### src/rtl/spike_rate_monitor.sv
`default_nettype none
// +--------------------------------------------------------------------------+
// | spike_rate_monitor: windowed spike counter with FWFT result FIFO;        |
// | optional per-window peak u tracking via `define PEAK_U_EN.  Rev 1.0      |
// +--------------------------------------------------------------------------+
module spike_rate_monitor #(
  parameter int CNT_W      = 8,
  parameter int WIN_W      = 8,
  parameter int FIFO_DEPTH = 4
) (
  input  logic             clk,
  input  logic             reset,
  input  logic             spike_in,
  input  logic [2:0]       u_in,
  input  logic             enable,
  input  logic [WIN_W-1:0] window_len,
  output logic             out_valid,
  input  logic             out_ready,
  output logic [CNT_W-1:0] out_count,
  output logic             out_sat,
  output logic [2:0]       out_peak_u,
  output logic             drop_pulse,
  output logic             busy
);
  localparam int PTR_W = $clog2(FIFO_DEPTH);
  localparam int OCC_W = PTR_W + 1;
  localparam logic [CNT_W-1:0] CNT_MAX = '1;

  typedef enum logic [0:0] {IDLE = 1'b0, COUNT = 1'b1} state_t;

  state_t           state;
  logic [WIN_W-1:0] remain;
  logic [WIN_W-1:0] win_load;
  logic [CNT_W-1:0] count;
  logic [CNT_W-1:0] count_nxt;
  logic             sat;
  logic             sat_nxt;
  logic             push;
  logic             pop;
  logic             full;
  logic             push_ok;
  logic [PTR_W-1:0] wr_ptr;
  logic [PTR_W-1:0] rd_ptr;
  logic [OCC_W-1:0] occ;
  logic [CNT_W-1:0] mem_cnt [FIFO_DEPTH];
  logic             mem_sat [FIFO_DEPTH];

  assign win_load  = (window_len == '0) ? WIN_W'(1) : window_len;
  assign count_nxt = (spike_in && (count != CNT_MAX)) ? count + CNT_W'(1) : count;
  assign sat_nxt   = sat | (spike_in && (count == CNT_MAX));

  // The push carries the last cycle's sample folded in (count_nxt/sat_nxt).
  assign push       = (state == COUNT) && enable && (remain == WIN_W'(1));
  assign out_valid  = (occ != '0);
  assign pop        = out_valid && out_ready;
  assign full       = (occ == OCC_W'(FIFO_DEPTH));
  assign push_ok    = push && (!full || pop);
  assign drop_pulse = push && full && !pop && !reset;
  assign busy       = (state == COUNT);

  always_ff @(posedge clk) begin
    if (reset) begin
      state  <= IDLE;
      remain <= '0;
      count  <= '0;
      sat    <= 1'b0;
    end else begin
      case (state)
        IDLE: begin
          if (enable) begin
            state  <= COUNT;
            remain <= win_load;
            count  <= '0;
            sat    <= 1'b0;
          end
        end
        COUNT: begin
          if (!enable) begin
            state <= IDLE;
          end else if (remain == WIN_W'(1)) begin
            remain <= win_load;
            count  <= '0;
            sat    <= 1'b0;
          end else begin
            remain <= remain - WIN_W'(1);
            count  <= count_nxt;
            sat    <= sat_nxt;
          end
        end
        default: state <= IDLE;
      endcase
    end
  end

  always_ff @(posedge clk) begin
    if (reset) begin
      wr_ptr <= '0;
      rd_ptr <= '0;
      occ    <= '0;
    end else begin
      if (push_ok) wr_ptr <= wr_ptr + PTR_W'(1);
      if (pop)     rd_ptr <= rd_ptr + PTR_W'(1);
      occ <= occ + OCC_W'(push_ok) - OCC_W'(pop);
    end
  end

  always_ff @(posedge clk) begin
    if (push_ok) begin
      mem_cnt[wr_ptr] <= count_nxt;
      mem_sat[wr_ptr] <= sat_nxt;
    end
  end

  assign out_count = out_valid ? mem_cnt[rd_ptr] : '0;
  assign out_sat   = out_valid ? mem_sat[rd_ptr] : 1'b0;

`ifdef PEAK_U_EN
  logic [2:0] peak;
  logic [2:0] peak_nxt;
  logic [2:0] mem_peak [FIFO_DEPTH];

  assign peak_nxt = (u_in > peak) ? u_in : peak;

  always_ff @(posedge clk) begin
    if (reset || (state == IDLE)) begin
      peak <= 3'd0;
    end else if (enable) begin
      peak <= (remain == WIN_W'(1)) ? 3'd0 : peak_nxt;
    end
  end

  always_ff @(posedge clk) begin
    if (push_ok) mem_peak[wr_ptr] <= peak_nxt;
  end

  assign out_peak_u = out_valid ? mem_peak[rd_ptr] : 3'd0;
`else
  logic unused_u;
  assign unused_u   = ^u_in;
  assign out_peak_u = 3'd0;
`endif

endmodule
`default_nettype wire

### config.mk
export PLATFORM = sky130hd
export DESIGN_NAME = spike_rate_monitor
export DESIGN_NICKNAME = d
export VERILOG_FILES = /design/src/rtl/spike_rate_monitor.sv
export SDC_FILE = /design/constraint.sdc
export NUM_CORES = 1
export LEC_CHECK = 0
export CAP_MARGIN = 5
export CORE_ASPECT_RATIO = 1.25
export CORE_UTILIZATION = 50
export CTS_CLUSTER_DIAMETER = 120
export DETAILED_ROUTE_END_ITERATION = 8
export GPL_TIMING_DRIVEN = 0
export HOLD_SLACK_MARGIN = 0.08
export PLACE_DENSITY = 0.74
export SYNTH_ARGS = -nofsm -noshare
export SYNTH_HDL_FRONTEND = slang
export SYNTH_SLANG_ARGS = --single-unit
### constraint.sdc
create_clock -name clk -period 2.4 [get_ports clk]
set_input_delay 0.24 -clock clk [delete_from_list [all_inputs] [get_ports clk]]
set_output_delay 0.24 -clock clk [all_outputs]
set_load 0.1 [all_outputs]
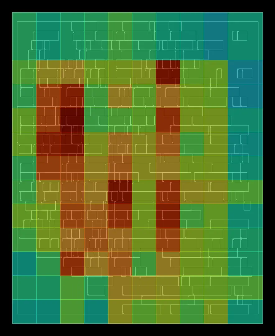
*Track usage over the die, run 1*
overall track demand over capacity in global routing: 20.0%
met2 global-route usage: 35.1%
average routed wire per standard cell: 15.5 um
GR Util met1: 22.6%

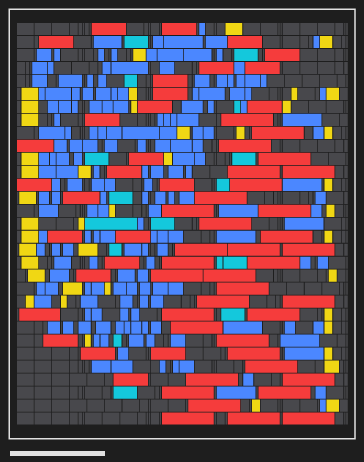
*Cell classes on the final placement, run 1*
Bar = 20 um. Fill, decap, tap and diode cells in gray.
[cyan] clock drivers and dummy loads | cells: 16
[red] flops | cells: 63
[blue] all other logic | cells: 179
[yellow] other buffers and delay cells | cells: 42

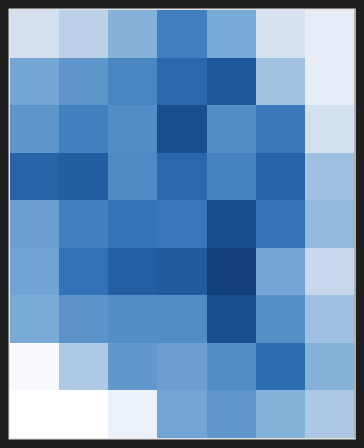
*Placement density heat map, run 1*
7 x 9 tiles, from white (low) to dark blue (high), 0 to 100% covered.
nearly empty tiles: 3.2%
fullest tile: 93%
tiles over 75% full: 21%
emptiest ninth of the die: bottom left
densest ninth of the die: middle
initial core utilization: 52.5%
Layout Utilization: 61.7%
Core Box Area: 5860 um^2

==> out/metrics.cfg, run 1 <==
[placed_design]
detailed_place_hpwl_mm = 4.10
placed_cells_incl_taps = 364
dp_area_um2 = 3430
pre_cts_slack_ns = -0.812
placement.io_buffers = 23

[job]
max_cap_viol_count = 0
tool_warnings = 34

[power_and_ir_drop]
clk_network_pwr_share_pct = 22.6
switching_share_pct = 46.1
comb_power_uw = 1800
internal-power_uw = 2120
seq-power_uw = 1250
power.switching_uw = 1810
power.largest_group = combinational logic
comb_power_share_pct = 45.7
clock_power_uw = 888

[final_timing]
unrepaired_setup_endpoints_after_global_routing = true
timing_max_transition_violations_final = 0
finalSetupTns_ns = 0
slew_headroom_pct = 35.6
finalCriticalPeriod_ns = 2.32
achievable-frequency_mhz = 431

[route]
num_vias = 2146
drc = 0
maxUsedRoutingLayer = met4
detail_route.vias_per_cell = 5.62
final_antenna_net_count = 0
wirelength_mm = 5.93

[layout]
comb_cells = 166
fillers = 484
layout.cells.largest_class = sequential cells
sh_comb_area_pct = 37.4
signal_buffers = 42
area.combinational_um2 = 1350
layout.non_clock_inverters = 13
n_sequential_cell = 63
layout.cells.non_filler = 382
leading_registers_by_flop_count = mem_cnt (32), count (8), remain (8)
max_flop_register = mem_cnt
insertedDiodeCount = 0
clock_cell_area_share_pct = 5.23

[die]
die.size.x_um = 72.1
row_count = 31
fp.dieH_um = 89.7
chipArea_um2 = 6470

[synthesis]
top_cells_by_area = edfxtp_1, dfxtp_1, mux4_2
yosysSeqAreaShare_pct = 52.7
synthTopLogicFamily = simple AND/OR/NAND/NOR gates
synth_xor_xnor_area_share_pct = 3.13
yosys-top-cells-count = edfxtp_1, dfxtp_1, nor2_1, and2_1, inv_1
yosys.area.top_type = edfxtp_1
postSynthAreaPerCell_um2 = 12.0
postSynth.topFlopCell = edfxtp_1
synth_area_in_simple_gates_pct = 14.6
synth-edff-count = 36
top_area_share_pct = 35.2
async_reset_ff_share_pct = 0
yosys_warnings = 0
synth.cell_area_um2 = 3070
post_synth_mux_area_share_pct = 8.02

[clocking]
clock_tree.root_cell = clkbuf_8
clock_path_buffers = 2
postCtsHoldBufs = 0
htree_levels = 3
clk-insertion-delay-late_ns = 0.34
cts_tree = done

[setup_path]
worst_path_dominant_cell_family = simple AND/OR/NAND/NOR gates
critical_path_max_stage_delay_ns = 0.52
worstPathBufferInverterCount = 1
worst_setup_path_category = reg -> reg
cp_data_arrival_time_ns = 2.52
crit_path_end = occ[1]
worstSetupPathDepth = 7
timing.critical_path.to_type = flop
cp_slowest_cell = or4b_4
worst-path-max-fanout = 6

[grt]
grt_use_met3_pct = 3.68
global_route_wire_length_before_repair_mm = 9.47
first_global_vias = 2043

[status]
status = finished clean

[hold_path]
hold_path_depth = 3

--- run 2 (diff from run 1) ---
--- a/config.mk
+++ b/config.mk
@@ -9,10 +9,12 @@
 export CORE_ASPECT_RATIO = 1.25
 export CORE_UTILIZATION = 50
 export CTS_CLUSTER_DIAMETER = 120
+export CTS_CLUSTER_SIZE = 16
 export DETAILED_ROUTE_END_ITERATION = 8
 export GPL_TIMING_DRIVEN = 0
 export HOLD_SLACK_MARGIN = 0.08
 export PLACE_DENSITY = 0.74
+export RECOVER_POWER = 50
 export SYNTH_ARGS = -nofsm -noshare
 export SYNTH_HDL_FRONTEND = slang
 export SYNTH_SLANG_ARGS = --single-unit
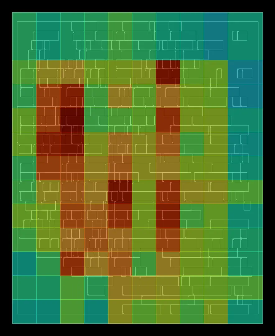
*Track usage over the die, run 2*
global route hottest layer: met2
routing usage on met3: 3.68%

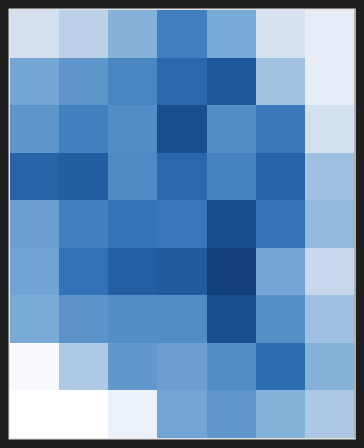
*Placement density heat map, run 2*
7 x 9 tiles, from white (low) to dark blue (high), 0 to 100% covered.
emptiest ninth of the die: bottom left
nearly empty tiles: 3.2%
densest ninth of the die: middle
fullest tile: 93%
mean over tiles: 54%

==> out/metrics.cfg, run 2 <==
[power_and_ir_drop]
clock_power_uw = 888  ; about the same
internal-power_uw = 2120  ; about the same
clk_network_pwr_share_pct = 22.6  ; about the same
comb_power_share_pct = 45.7  ; about the same
power.largest_group = combinational logic
switching_share_pct = 46.1  ; about the same

[synthesis]
synth_xor_xnor_area_share_pct = 3.13  ; unchanged
yosys-top-cells-count = edfxtp_1, dfxtp_1, nor2_1, and2_1, inv_1
postSynthAreaPerCell_um2 = 12.0  ; unchanged
yosysSeqAreaShare_pct = 52.7  ; unchanged
yosys.area.top_type = edfxtp_1
top_area_share_pct = 35.2  ; unchanged
postSynth.topFlopCell = edfxtp_1
yosys_warnings = 0  ; unchanged
post_synth_mux_area_share_pct = 8.02  ; unchanged
synth_area_in_simple_gates_pct = 14.6  ; unchanged
synthTopLogicFamily = simple AND/OR/NAND/NOR gates

[layout]
max_flop_register = mem_cnt
leading_registers_by_flop_count = mem_cnt (32), count (8), remain (8)
clock_cell_area_share_pct = 5.23  ; unchanged
layout.cells.largest_class = sequential cells
layout.cells.non_filler = 382  ; unchanged
sh_comb_area_pct = 37.4  ; unchanged
area.combinational_um2 = 1350  ; unchanged
n_sequential_cell = 63  ; unchanged
finish.utilization_pct = 61.7  ; unchanged
fillers = 484  ; unchanged
comb_cells = 166  ; unchanged

[clocking]
postCtsHoldBufs = 0  ; unchanged
cts_tree = done
clock_tree.root_cell = clkbuf_8
htree_levels = 3  ; unchanged

[status]
status = finished clean

[placed_design]
placed_cells_incl_taps = 364  ; unchanged
placement.io_buffers = 23  ; unchanged
pre_cts_slack_ns = -0.812  ; unchanged

[hold_path]
hold_path_depth = 3  ; unchanged

[setup_path]
cp_slowest_cell = or4b_4
worstPathBufferInverterCount = 1  ; unchanged
critical_path_max_stage_delay_ns = 0.52  ; about the same
worst-path-max-fanout = 6  ; unchanged
timing.critical_path.to_type = flop

[route]
drc = 0  ; unchanged
detail_route.vias_per_cell = 5.62  ; unchanged
wire_per_inst_um = 15.5  ; unchanged

[die]
chipArea_um2 = 6470  ; unchanged
die.size.x_um = 72.1  ; unchanged
row_count = 31  ; unchanged
coreArea_um2 = 5860  ; unchanged
fp.dieH_um = 89.7  ; unchanged
initial_utilization_pct = 52.5  ; unchanged

[grt]
grt_util_all_layers_pct = 20.0  ; unchanged
first_global_vias = 2043  ; unchanged
gr-usage-met1_pct = 22.6  ; unchanged
groute.layer.met2.usage_pct = 35.1  ; unchanged

[job]
tool_warnings = 34  ; unchanged
max_cap_viol_count = 0  ; unchanged

[final_timing]
timing_max_transition_violations_final = 0  ; unchanged
finalCriticalPeriod_ns = 2.32  ; -0.0000271 ns
slew_headroom_pct = 35.6  ; about the same
finalSetupTns_ns = 0  ; unchanged

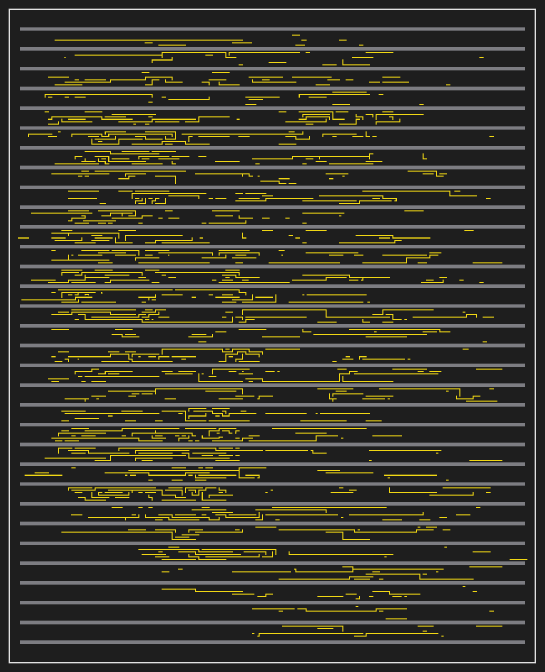
*Met1 routing, run 2*
Supply wires on this layer in gray.
nets with wire on the layer: 279
share of all routed wire: 42%
main direction: horizontal
longest straight run: 25.8 um

--- run 3 (diff from run 2) ---
--- a/config.mk
+++ b/config.mk
@@ -15,6 +15,7 @@
 export HOLD_SLACK_MARGIN = 0.08
 export PLACE_DENSITY = 0.74
 export RECOVER_POWER = 50
+export SLEW_MARGIN = 5
 export SYNTH_ARGS = -nofsm -noshare
 export SYNTH_HDL_FRONTEND = slang
 export SYNTH_SLANG_ARGS = --single-unit
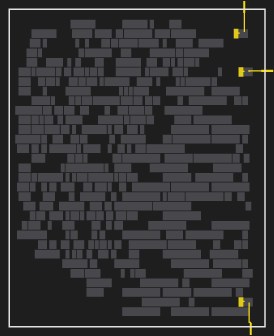
*Port wiring, run 3*
[yellow] out_peak_u | bits: 3 | direction: output | edge: 1 bottom, 1 right, 1 top | end cells: 3 | buffers: 3 | wire: 18.1 um
num ports: 31
quantity of I/O buffers inserted on ports: 23

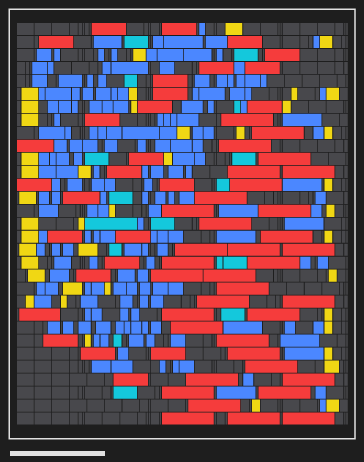
*Cell classes on the final placement, run 3*
Bar = 20 um. Fill, decap, tap and diode cells in gray.
[red] flops | cells: 63
[blue] all other logic | cells: 179
[cyan] clock drivers and dummy loads | cells: 16
[yellow] other buffers and delay cells | cells: 42
sequential share of cell area: 45.0%
FP Rows: 31

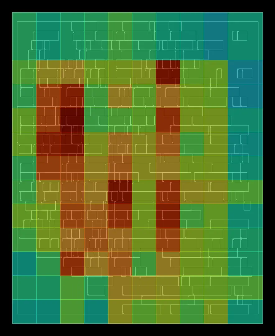
*Track usage over the die, run 3*

==> out/metrics.cfg, run 3 <==
[status]
status = finished clean

[clocking]
htree_levels = 3  ; unchanged
postCtsHoldBufs = 0  ; unchanged
cts_tree = done

[power_and_ir_drop]
comb_power_uw = 1800
power.leakage_uw = 0.00126
clock_power_uw = 888  ; about the same
power_uw = 3930
clk_network_pwr_share_pct = 22.6  ; about the same
comb_power_share_pct = 45.7  ; about the same
switching_share_pct = 46.1  ; unchanged
internal-power_uw = 2120  ; unchanged

[synthesis]
yosys-top-cells-count = edfxtp_1, dfxtp_1, nor2_1, and2_1, inv_1
top_cells_by_area = edfxtp_1, dfxtp_1, mux4_2
postSynthAreaPerCell_um2 = 12.0  ; unchanged
synth_area_in_simple_gates_pct = 14.6  ; unchanged
top_area_share_pct = 35.2  ; unchanged
postSynth.topFlopCell = edfxtp_1
yosys_warnings = 0  ; unchanged
synthTopLogicFamily = simple AND/OR/NAND/NOR gates
synth_xor_xnor_area_share_pct = 3.13  ; unchanged

[layout]
fillers = 484  ; unchanged
area.combinational_um2 = 1350  ; unchanged
layout.cells.largest_class = sequential cells
clock_cell_area_share_pct = 5.23  ; unchanged
largest_register_ffs = 32
n_sequential_cell = 63  ; unchanged

[setup_path]
critical_path_max_stage_delay_ns = 0.52  ; about the same
worstPathBufferInverterCount = 1  ; unchanged
worst-path-max-fanout = 6  ; unchanged
timing.critical_path.to_type = flop
cp_slowest_cell = or4b_4

[grt]
gr-usage-met1_pct = 22.6  ; unchanged
groute.layer.met2.usage_pct = 35.1  ; unchanged
grt_use_met3_pct = 3.68  ; unchanged
first_global_vias = 2043  ; unchanged

[route]
met1Wirelength_mm = 2.52
detail_route.vias_per_cell = 5.62  ; unchanged
drc = 0  ; unchanged

[final_timing]
slew_headroom_pct = 35.6  ; unchanged
timing_max_transition_violations_final = 0  ; unchanged
finalCriticalPeriod_ns = 2.32  ; unchanged
achievable-frequency_mhz = 431

[die]
initial_utilization_pct = 52.5  ; unchanged
chipArea_um2 = 6470  ; unchanged

[hold_path]
hold_path_depth = 3  ; unchanged

[placed_design]
placed_cells_incl_taps = 364  ; unchanged
pre_cts_slack_ns = -0.812  ; unchanged

[job]
max_cap_viol_count = 0  ; unchanged
tool_warnings = 34  ; unchanged

